### Nets reached from selected ports

(2 px per µm)
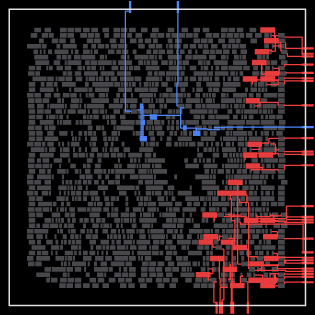
### Placement by cell class

(2 px per µm)
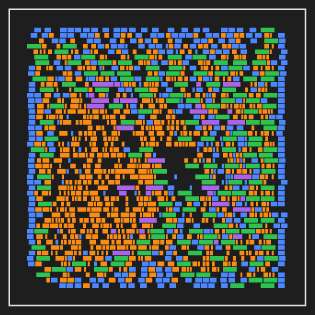
### Cell outlines without signal wires

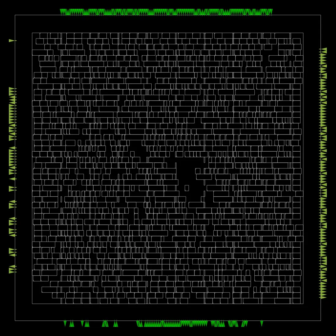
### Cell area per tile

(2 px per µm) The die is cut into 15 by 15 equal tiles; dark blue is low, red is high, 0 to 100% covered.
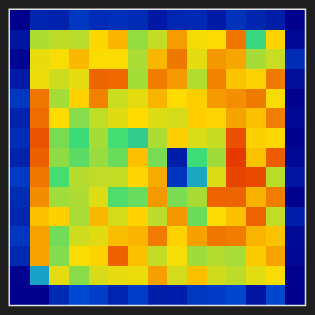
### Met1 routing

(3 px per µm) Supply wires on this layer in gray. Cells faint in the background.
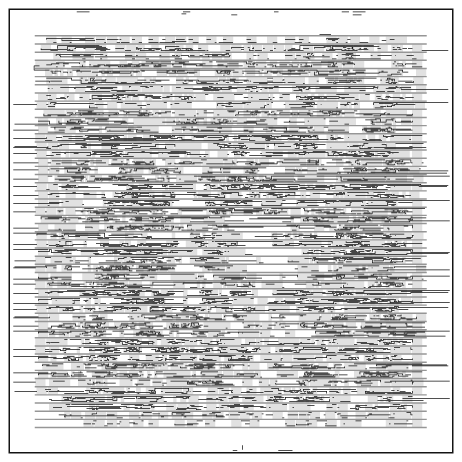
## config.mk

```make
export PLATFORM = sky130hd
export DESIGN_NAME = dmem_arbiter_flat
export DESIGN_NICKNAME = d
export VERILOG_FILES = /design/src/rtl/dmem_arbiter_pkg.sv /design/src/rtl/dmem_arbiter_if.sv /design/src/rtl/dmem_arbiter_access_check.sv /design/src/rtl/dmem_arbiter.sv /design/src/flat_wrapper.sv
export SDC_FILE = /design/constraint.sdc
export NUM_CORES = 1
export LEC_CHECK = 0
export CAP_MARGIN = 40
export CORE_MARGIN = 8
export CORE_UTILIZATION = 49
export DETAILED_ROUTE_END_ITERATION = 10
export GPL_TIMING_DRIVEN = 0
export PLACE_DENSITY_LB_ADDON = 0.15
export SLEW_MARGIN = 20
export SYNTH_ARGS = -nofsm -noshare
export SYNTH_HDL_FRONTEND = slang
export SYNTH_SLANG_ARGS = --single-unit
```

## constraint.sdc

```tcl
create_clock -name clk -period 11.06 [get_ports clk]
set_clock_uncertainty 0.15 [all_clocks]
set_input_delay 2.765 -clock clk [delete_from_list [all_inputs] [get_ports clk]]
set_output_delay 2.765 -clock clk [all_outputs]
set_load 0.05 [all_outputs]
```

## src/rtl/dmem_arbiter_pkg.sv

```systemverilog
// Shared types and constants for the data-memory arbiter: FSM encoding, port ids,
// RV32I load/store funct3 codes, the latched command layout and an access-size helper.
package dmem_arb_pkg;

  typedef enum logic [1:0] {
    IDLE  = 2'd0,
    ISSUE = 2'd1,
    RESP  = 2'd2
  } state_t;

  localparam logic PORT_LSU = 1'b0;
  localparam logic PORT_DMA = 1'b1;

  localparam logic [2:0] FUNCT3_LB  = 3'd0;
  localparam logic [2:0] FUNCT3_LH  = 3'd1;
  localparam logic [2:0] FUNCT3_LW  = 3'd2;
  localparam logic [2:0] FUNCT3_LBU = 3'd4;
  localparam logic [2:0] FUNCT3_LHU = 3'd5;
  localparam logic [2:0] FUNCT3_SB  = 3'd0;
  localparam logic [2:0] FUNCT3_SH  = 3'd1;
  localparam logic [2:0] FUNCT3_SW  = 3'd2;

  typedef struct packed {
    logic [31:0] addr;
    logic [31:0] wdata;
    logic        we;
    logic [2:0]  funct3;
    logic        port;
    logic        err;
  } cmd_t;

  // Bytes touched by an access; funct3[1:0] encodes the width for loads and stores.
  function automatic logic [2:0] access_size(input logic [2:0] funct3);
    case (funct3[1:0])
      2'd0:    return 3'd1;
      2'd1:    return 3'd2;
      default: return 3'd4;
    endcase
  endfunction

endpackage

```

## src/rtl/dmem_arbiter_if.sv

```systemverilog
// Bundle of both requester ports and the data_memory side of the arbiter.
// slave: arbiter view; master: requesters plus memory model view.
interface dmem_arbiter_if;
  logic        lsu_req_valid_i;
  logic        lsu_req_ready_o;
  logic [31:0] lsu_addr_i;
  logic [31:0] lsu_wdata_i;
  logic        lsu_we_i;
  logic [2:0]  lsu_funct3_i;
  logic        lsu_rsp_valid_o;
  logic [31:0] lsu_rsp_data_o;
  logic        lsu_rsp_err_o;

  logic        dma_req_valid_i;
  logic        dma_req_ready_o;
  logic [31:0] dma_addr_i;
  logic [31:0] dma_wdata_i;
  logic        dma_we_i;
  logic [2:0]  dma_funct3_i;
  logic        dma_rsp_valid_o;
  logic [31:0] dma_rsp_data_o;
  logic        dma_rsp_err_o;

  logic [31:0] mem_addr_o;
  logic [31:0] mem_wdata_o;
  logic        mem_read_en_o;
  logic        mem_write_en_o;
  logic [2:0]  mem_funct3_o;
  logic [31:0] mem_read_data_i;

  modport slave (
    input  lsu_req_valid_i, lsu_addr_i, lsu_wdata_i, lsu_we_i, lsu_funct3_i,
    output lsu_req_ready_o, lsu_rsp_valid_o, lsu_rsp_data_o, lsu_rsp_err_o,
    input  dma_req_valid_i, dma_addr_i, dma_wdata_i, dma_we_i, dma_funct3_i,
    output dma_req_ready_o, dma_rsp_valid_o, dma_rsp_data_o, dma_rsp_err_o,
    output mem_addr_o, mem_wdata_o, mem_read_en_o, mem_write_en_o, mem_funct3_o,
    input  mem_read_data_i
  );

  modport master (
    output lsu_req_valid_i, lsu_addr_i, lsu_wdata_i, lsu_we_i, lsu_funct3_i,
    input  lsu_req_ready_o, lsu_rsp_valid_o, lsu_rsp_data_o, lsu_rsp_err_o,
    output dma_req_valid_i, dma_addr_i, dma_wdata_i, dma_we_i, dma_funct3_i,
    input  dma_req_ready_o, dma_rsp_valid_o, dma_rsp_data_o, dma_rsp_err_o,
    input  mem_addr_o, mem_wdata_o, mem_read_en_o, mem_write_en_o, mem_funct3_o,
    output mem_read_data_i
  );
endinterface

```

## src/rtl/dmem_arbiter_access_check.sv

```systemverilog
// Combinational legality screen for one request: funct3, alignment and bounds.
module dmem_access_check
  import dmem_arb_pkg::*;
#(
  parameter int unsigned MEM_BYTES = 4096
) (
  input  logic [31:0] addr,
  input  logic        we,
  input  logic [2:0]  funct3,
  output logic        err
);

  logic [2:0]  size;
  logic [32:0] last_byte;
  logic        funct3_ok;
  logic        misaligned;
  logic        out_of_bounds;

  always_comb begin
    size          = access_size(funct3);
    // 33-bit sum so an access near 0xFFFF_FFFF cannot wrap back into range
    last_byte     = {1'b0, addr} + 33'(size) - 33'd1;
    out_of_bounds = last_byte >= 33'(MEM_BYTES);
    misaligned    = ((size == 3'd2) && addr[0]) ||
                    ((size == 3'd4) && (addr[1:0] != 2'b00));
    if (we) funct3_ok = funct3 inside {FUNCT3_SB, FUNCT3_SH, FUNCT3_SW};
    else    funct3_ok = funct3 inside {FUNCT3_LB, FUNCT3_LH, FUNCT3_LW, FUNCT3_LBU, FUNCT3_LHU};
    err = !funct3_ok || misaligned || out_of_bounds;
  end

endmodule

```

## src/rtl/dmem_arbiter.sv

```systemverilog
// Two-port arbiter in front of the single-port data memory: one transaction in
// flight, accept -> issue -> one-cycle response, with DMA anti-starvation.
module dmem_arbiter
  import dmem_arb_pkg::*;
#(
  parameter int unsigned MEM_BYTES    = 4096,
  parameter int unsigned STARVE_LIMIT = 4
) (
  input logic           clk,
  input logic           rst_n,
  dmem_arbiter_if.slave bus
);

  localparam int unsigned CNT_W = $clog2(STARVE_LIMIT + 1);

  state_t            state;
  cmd_t              cmd;
  logic [CNT_W-1:0]  starve_cnt;
  logic              lsu_rsp_valid, dma_rsp_valid;
  logic              lsu_rsp_err, dma_rsp_err;
  logic [31:0]       lsu_rsp_data, dma_rsp_data;

  logic              can_accept, dma_force, lsu_acc, dma_acc, accept;
  logic              issuing, req_err;
  logic [31:0]       req_addr, req_wdata, rsp_data_c;
  logic              req_we;
  logic [2:0]        req_funct3;

  // Grant depends only on state, starvation and the other port's valid.
  assign can_accept          = rst_n && ((state == IDLE) || (state == RESP));
  assign dma_force           = bus.dma_req_valid_i && (starve_cnt == CNT_W'(STARVE_LIMIT));
  assign bus.lsu_req_ready_o = can_accept && !dma_force;
  assign bus.dma_req_ready_o = can_accept && (dma_force || !bus.lsu_req_valid_i);
  assign lsu_acc             = bus.lsu_req_valid_i && bus.lsu_req_ready_o;
  assign dma_acc             = bus.dma_req_valid_i && bus.dma_req_ready_o;
  assign accept              = lsu_acc || dma_acc;

  assign req_addr   = dma_acc ? bus.dma_addr_i   : bus.lsu_addr_i;
  assign req_wdata  = dma_acc ? bus.dma_wdata_i  : bus.lsu_wdata_i;
  assign req_we     = dma_acc ? bus.dma_we_i     : bus.lsu_we_i;
  assign req_funct3 = dma_acc ? bus.dma_funct3_i : bus.lsu_funct3_i;

  dmem_access_check #(.MEM_BYTES(MEM_BYTES)) u_check (
    .addr   (req_addr),
    .we     (req_we),
    .funct3 (req_funct3),
    .err    (req_err)
  );

  // Memory side is driven only during ISSUE; enables are also gated by reset.
  assign issuing            = (state == ISSUE);
  assign bus.mem_addr_o     = issuing ? cmd.addr   : 32'd0;
  assign bus.mem_wdata_o    = issuing ? cmd.wdata  : 32'd0;
  assign bus.mem_funct3_o   = issuing ? cmd.funct3 : 3'd0;
  assign bus.mem_read_en_o  = rst_n && issuing && !cmd.err && !cmd.we;
  assign bus.mem_write_en_o = rst_n && issuing && !cmd.err &&  cmd.we;
  assign rsp_data_c         = (cmd.err || cmd.we) ? 32'd0 : bus.mem_read_data_i;

  assign bus.lsu_rsp_valid_o = lsu_rsp_valid;
  assign bus.lsu_rsp_data_o  = lsu_rsp_data;
  assign bus.lsu_rsp_err_o   = lsu_rsp_err;
  assign bus.dma_rsp_valid_o = dma_rsp_valid;
  assign bus.dma_rsp_data_o  = dma_rsp_data;
  assign bus.dma_rsp_err_o   = dma_rsp_err;

  always_ff @(posedge clk) begin
    if (!rst_n) begin
      state         <= IDLE;
      cmd           <= '0;
      starve_cnt    <= '0;
      lsu_rsp_valid <= 1'b0;
      lsu_rsp_err   <= 1'b0;
      lsu_rsp_data  <= 32'd0;
      dma_rsp_valid <= 1'b0;
      dma_rsp_err   <= 1'b0;
      dma_rsp_data  <= 32'd0;
    end else begin
      lsu_rsp_valid <= 1'b0;
      dma_rsp_valid <= 1'b0;

      if (!bus.dma_req_valid_i || dma_acc)
        starve_cnt <= '0;
      else if (lsu_acc && (starve_cnt != CNT_W'(STARVE_LIMIT)))
        starve_cnt <= starve_cnt + CNT_W'(1);

      if (accept)
        cmd <= '{addr: req_addr, wdata: req_wdata, we: req_we, funct3: req_funct3,
                 port: dma_acc ? PORT_DMA : PORT_LSU, err: req_err};

      case (state)
        IDLE:  if (accept) state <= ISSUE;
        ISSUE: begin
          state <= RESP;
          // Load data is captured at the same edge the store would commit.
          if (cmd.port == PORT_DMA) begin
            dma_rsp_valid <= 1'b1;
            dma_rsp_err   <= cmd.err;
            dma_rsp_data  <= rsp_data_c;
          end else begin
            lsu_rsp_valid <= 1'b1;
            lsu_rsp_err   <= cmd.err;
            lsu_rsp_data  <= rsp_data_c;
          end
        end
        RESP:    state <= accept ? ISSUE : IDLE;
        default: state <= IDLE;
      endcase
    end
  end

endmodule
```

## src/flat_wrapper.sv

```systemverilog
// flat-port wrapper written by rule: the top's interface ports become plain ports
module dmem_arbiter_flat import dmem_arb_pkg::*;
#(
  parameter int unsigned MEM_BYTES    = 4096,
  parameter int unsigned STARVE_LIMIT = 4
)
  (clk, rst_n, bus_lsu_req_valid_i, bus_lsu_addr_i, bus_lsu_wdata_i, bus_lsu_we_i, bus_lsu_funct3_i, bus_lsu_req_ready_o, bus_lsu_rsp_valid_o, bus_lsu_rsp_data_o, bus_lsu_rsp_err_o, bus_dma_req_valid_i, bus_dma_addr_i, bus_dma_wdata_i, bus_dma_we_i, bus_dma_funct3_i, bus_dma_req_ready_o, bus_dma_rsp_valid_o, bus_dma_rsp_data_o, bus_dma_rsp_err_o, bus_mem_addr_o, bus_mem_wdata_o, bus_mem_read_en_o, bus_mem_write_en_o, bus_mem_funct3_o, bus_mem_read_data_i);
  dmem_arbiter_if bus_i ();
  input logic clk;
  input logic rst_n;
  input wire logic [$bits(bus_i.lsu_req_valid_i)-1:0] bus_lsu_req_valid_i;
  input wire logic [$bits(bus_i.lsu_addr_i)-1:0] bus_lsu_addr_i;
  input wire logic [$bits(bus_i.lsu_wdata_i)-1:0] bus_lsu_wdata_i;
  input wire logic [$bits(bus_i.lsu_we_i)-1:0] bus_lsu_we_i;
  input wire logic [$bits(bus_i.lsu_funct3_i)-1:0] bus_lsu_funct3_i;
  output wire logic [$bits(bus_i.lsu_req_ready_o)-1:0] bus_lsu_req_ready_o;
  output wire logic [$bits(bus_i.lsu_rsp_valid_o)-1:0] bus_lsu_rsp_valid_o;
  output wire logic [$bits(bus_i.lsu_rsp_data_o)-1:0] bus_lsu_rsp_data_o;
  output wire logic [$bits(bus_i.lsu_rsp_err_o)-1:0] bus_lsu_rsp_err_o;
  input wire logic [$bits(bus_i.dma_req_valid_i)-1:0] bus_dma_req_valid_i;
  input wire logic [$bits(bus_i.dma_addr_i)-1:0] bus_dma_addr_i;
  input wire logic [$bits(bus_i.dma_wdata_i)-1:0] bus_dma_wdata_i;
  input wire logic [$bits(bus_i.dma_we_i)-1:0] bus_dma_we_i;
  input wire logic [$bits(bus_i.dma_funct3_i)-1:0] bus_dma_funct3_i;
  output wire logic [$bits(bus_i.dma_req_ready_o)-1:0] bus_dma_req_ready_o;
  output wire logic [$bits(bus_i.dma_rsp_valid_o)-1:0] bus_dma_rsp_valid_o;
  output wire logic [$bits(bus_i.dma_rsp_data_o)-1:0] bus_dma_rsp_data_o;
  output wire logic [$bits(bus_i.dma_rsp_err_o)-1:0] bus_dma_rsp_err_o;
  output wire logic [$bits(bus_i.mem_addr_o)-1:0] bus_mem_addr_o;
  output wire logic [$bits(bus_i.mem_wdata_o)-1:0] bus_mem_wdata_o;
  output wire logic [$bits(bus_i.mem_read_en_o)-1:0] bus_mem_read_en_o;
  output wire logic [$bits(bus_i.mem_write_en_o)-1:0] bus_mem_write_en_o;
  output wire logic [$bits(bus_i.mem_funct3_o)-1:0] bus_mem_funct3_o;
  input wire logic [$bits(bus_i.mem_read_data_i)-1:0] bus_mem_read_data_i;
  assign bus_i.lsu_req_valid_i = bus_lsu_req_valid_i;
  assign bus_i.lsu_addr_i = bus_lsu_addr_i;
  assign bus_i.lsu_wdata_i = bus_lsu_wdata_i;
  assign bus_i.lsu_we_i = bus_lsu_we_i;
  assign bus_i.lsu_funct3_i = bus_lsu_funct3_i;
  assign bus_lsu_req_ready_o = bus_i.lsu_req_ready_o;
  assign bus_lsu_rsp_valid_o = bus_i.lsu_rsp_valid_o;
  assign bus_lsu_rsp_data_o = bus_i.lsu_rsp_data_o;
  assign bus_lsu_rsp_err_o = bus_i.lsu_rsp_err_o;
  assign bus_i.dma_req_valid_i = bus_dma_req_valid_i;
  assign bus_i.dma_addr_i = bus_dma_addr_i;
  assign bus_i.dma_wdata_i = bus_dma_wdata_i;
  assign bus_i.dma_we_i = bus_dma_we_i;
  assign bus_i.dma_funct3_i = bus_dma_funct3_i;
  assign bus_dma_req_ready_o = bus_i.dma_req_ready_o;
  assign bus_dma_rsp_valid_o = bus_i.dma_rsp_valid_o;
  assign bus_dma_rsp_data_o = bus_i.dma_rsp_data_o;
  assign bus_dma_rsp_err_o = bus_i.dma_rsp_err_o;
  assign bus_mem_addr_o = bus_i.mem_addr_o;
  assign bus_mem_wdata_o = bus_i.mem_wdata_o;
  assign bus_mem_read_en_o = bus_i.mem_read_en_o;
  assign bus_mem_write_en_o = bus_i.mem_write_en_o;
  assign bus_mem_funct3_o = bus_i.mem_funct3_o;
  assign bus_i.mem_read_data_i = bus_mem_read_data_i;
  dmem_arbiter #(.MEM_BYTES(MEM_BYTES), .STARVE_LIMIT(STARVE_LIMIT)) u_core (.clk(clk), .rst_n(rst_n), .bus(bus_i));
endmodule
```

==> impl_metrics.env <==
# yosys + openroad results
export IMPL_status="completed"
export IMPL_arrival_ps=4630
export IMPL_gp_congestion=0.921
export IMPL_dp_hpwl_mm=22.5
export IMPL_hold_violations=0
export IMPL_track_usage=0.248
export IMPL_die_width_um=147
export IMPL_area_growth_pct=46.8
export IMPL_setup_tns_ps=0
export IMPL_wire_per_inst_um=17.5
export IMPL_ff2ff_setup_slack_ps=5990
export IMPL_postSynthAreaPerCell_um2=8.17
export IMPL_worst_slew_pin_slew_ps=696
export IMPL_cts_max_level=4
export IMPL_cts_resized=0
export IMPL_synth_cell_types=73
export IMPL_crit_path_start="bus_dma_req_valid_i"
export IMPL_cts_tree="built"
export IMPL_clk_path_buf_depth=2
export IMPL_fin_crit_sh=0.683
export IMPL_cts_hold_buf=0
export IMPL_slew_viol_final=0
export IMPL_path_clk_slew_ps=70
export IMPL_ys_warn_count=0
export IMPL_overflow=0
Back to the opening pictures, 'Nets reached from selected ports':
port	color	bits	direction	edge	end cells	buffers	wire
bus_dma_rsp_data_o	red	32	output	26 east, 6 south	32	32	950 µm
bus_lsu_funct3_i	blue	3	input	2 north, 1 east	7	3	244 µm
Port-buffer cells: 309
# IOs: 311

Back to the opening pictures, 'Placement by cell class':
class	color	cells
remaining logic cells	orange	816
clock drivers and dummy loads	purple	32
registers	green	143
remaining buffers and delay cells	blue	385
final core utilization: 0.727
Core Rows: 48
cell area after layout: 12400 µm²
Seq area share: 0.231

Back to the opening pictures, 'Cell outlines without signal wires':
core area: 17100 µm²
Seq cells: 143
tap cells: 225
Fill cells: 1407
Finished Layout Cells: 1601

Back to the opening pictures, 'Cell area per tile':
fullest tile	94%
mean over tiles	56%
tiles over 75% full	35%
nearly empty tiles	6.7%
FP Util: 0.496

Back to the opening pictures, 'Met1 routing':
share of all routed wire	42%
longest straight run	55.2 µm
main direction	horizontal
wire length on this layer	11700 µm
GR met1 Demand/Resource: 0.294
final WL: 28.1 mm
via count: 8631

metrics by stage:
stage          std cells  total power, mW
6_report            1601             1.57
5_1_grt             1601             1.64
4_1_cts             1601             1.57
3_5_place_dp        1569             1.00
3_3_place_gp        1569            0.998
2_1_floorplan       1035            0.842
critical path, cell delays in order:
cell and delay, ps:
clkdlybuf4s50_1 530, nand3_1 160, a21boi_0 280, clkdlybuf4s50_1 900
layout make-up:
type | count | area (µm²)
plain buffers | 76 | 303
clock buffers | 18 | 439
clock inverters | 14 | 141
fillers | 1407 | 4650
inverters | 48 | 180
multi-input cells | 768 | 5110
flip-flops and latches | 143 | 2860
well taps | 225 | 282
repair buffers | 309 | 3090
per-layer routing:
| metal | share of wire | up-vias | GRT usage |
|---|---|---|---|
| li1 | - | 4297 | - |
| met1 | 0.42 | 4014 | 0.294 |
| met2 | 0.50 | 261 | 0.431 |
| met3 | 0.055 | 57 | 0.0538 |
| met4 | 0.029 | 2 | 0.0928 |
| met5 | 0.00046 | - | 0 |
cell families after synthesis:
group | after synthesis | synth area share
adders and majority gates | 37 | 0.0557
AOI/OAI and AO/OA | 288 | 0.258
xor gates and xnor gates | 10 | 0.0104
DFF | 143 | 0.339
muxes | 42 | 0.0502
buffers and inverters | 124 | 0.0571
and+or+nand+nor | 391 | 0.230
worst min path at each step:
stage	from	end	slack [ps]
final	u_core.cmd[33]$_SDFFE_PN0P_	u_core.cmd[33]$_SDFFE_PN0P_	310
after global routing	u_core.cmd[24]$_SDFFE_PN0P_	u_core.cmd[24]$_SDFFE_PN0P_	330
after CTS	u_core.cmd[13]$_SDFFE_PN0P_	u_core.cmd[13]$_SDFFE_PN0P_	310
after detailed placement	u_core.cmd[13]$_SDFFE_PN0P_	u_core.cmd[13]$_SDFFE_PN0P_	300
after global placement	u_core.cmd[14]$_SDFFE_PN0P_	u_core.cmd[14]$_SDFFE_PN0P_	300
after floorplan	u_core.cmd[10]$_SDFFE_PN0P_	u_core.cmd[10]$_SDFFE_PN0P_	290
report_power, final:
group	total (mW)	internal, mW	switching (mW)
Combinational	0.440	0.186	0.254
Sequential	0.557	0.544	0.0137
Clock	0.568	0.322	0.246
sequential cells by signal (all words and copies together) (netlist names):
signal	cells
u_core.starve_cnt	3
u_core.bus.lsu_rsp_valid_o	1
u_core.state	2
u_core.bus.dma_rsp_valid_o	1
u_core.bus.dma_rsp_err_o	1
u_core.cmd	70
u_core.bus.lsu_rsp_err_o	1
u_core.bus.lsu_rsp_data_o	32
u_core.bus.dma_rsp_data_o	32
No activity file was given, so power comes from the tool's default toggle rates.
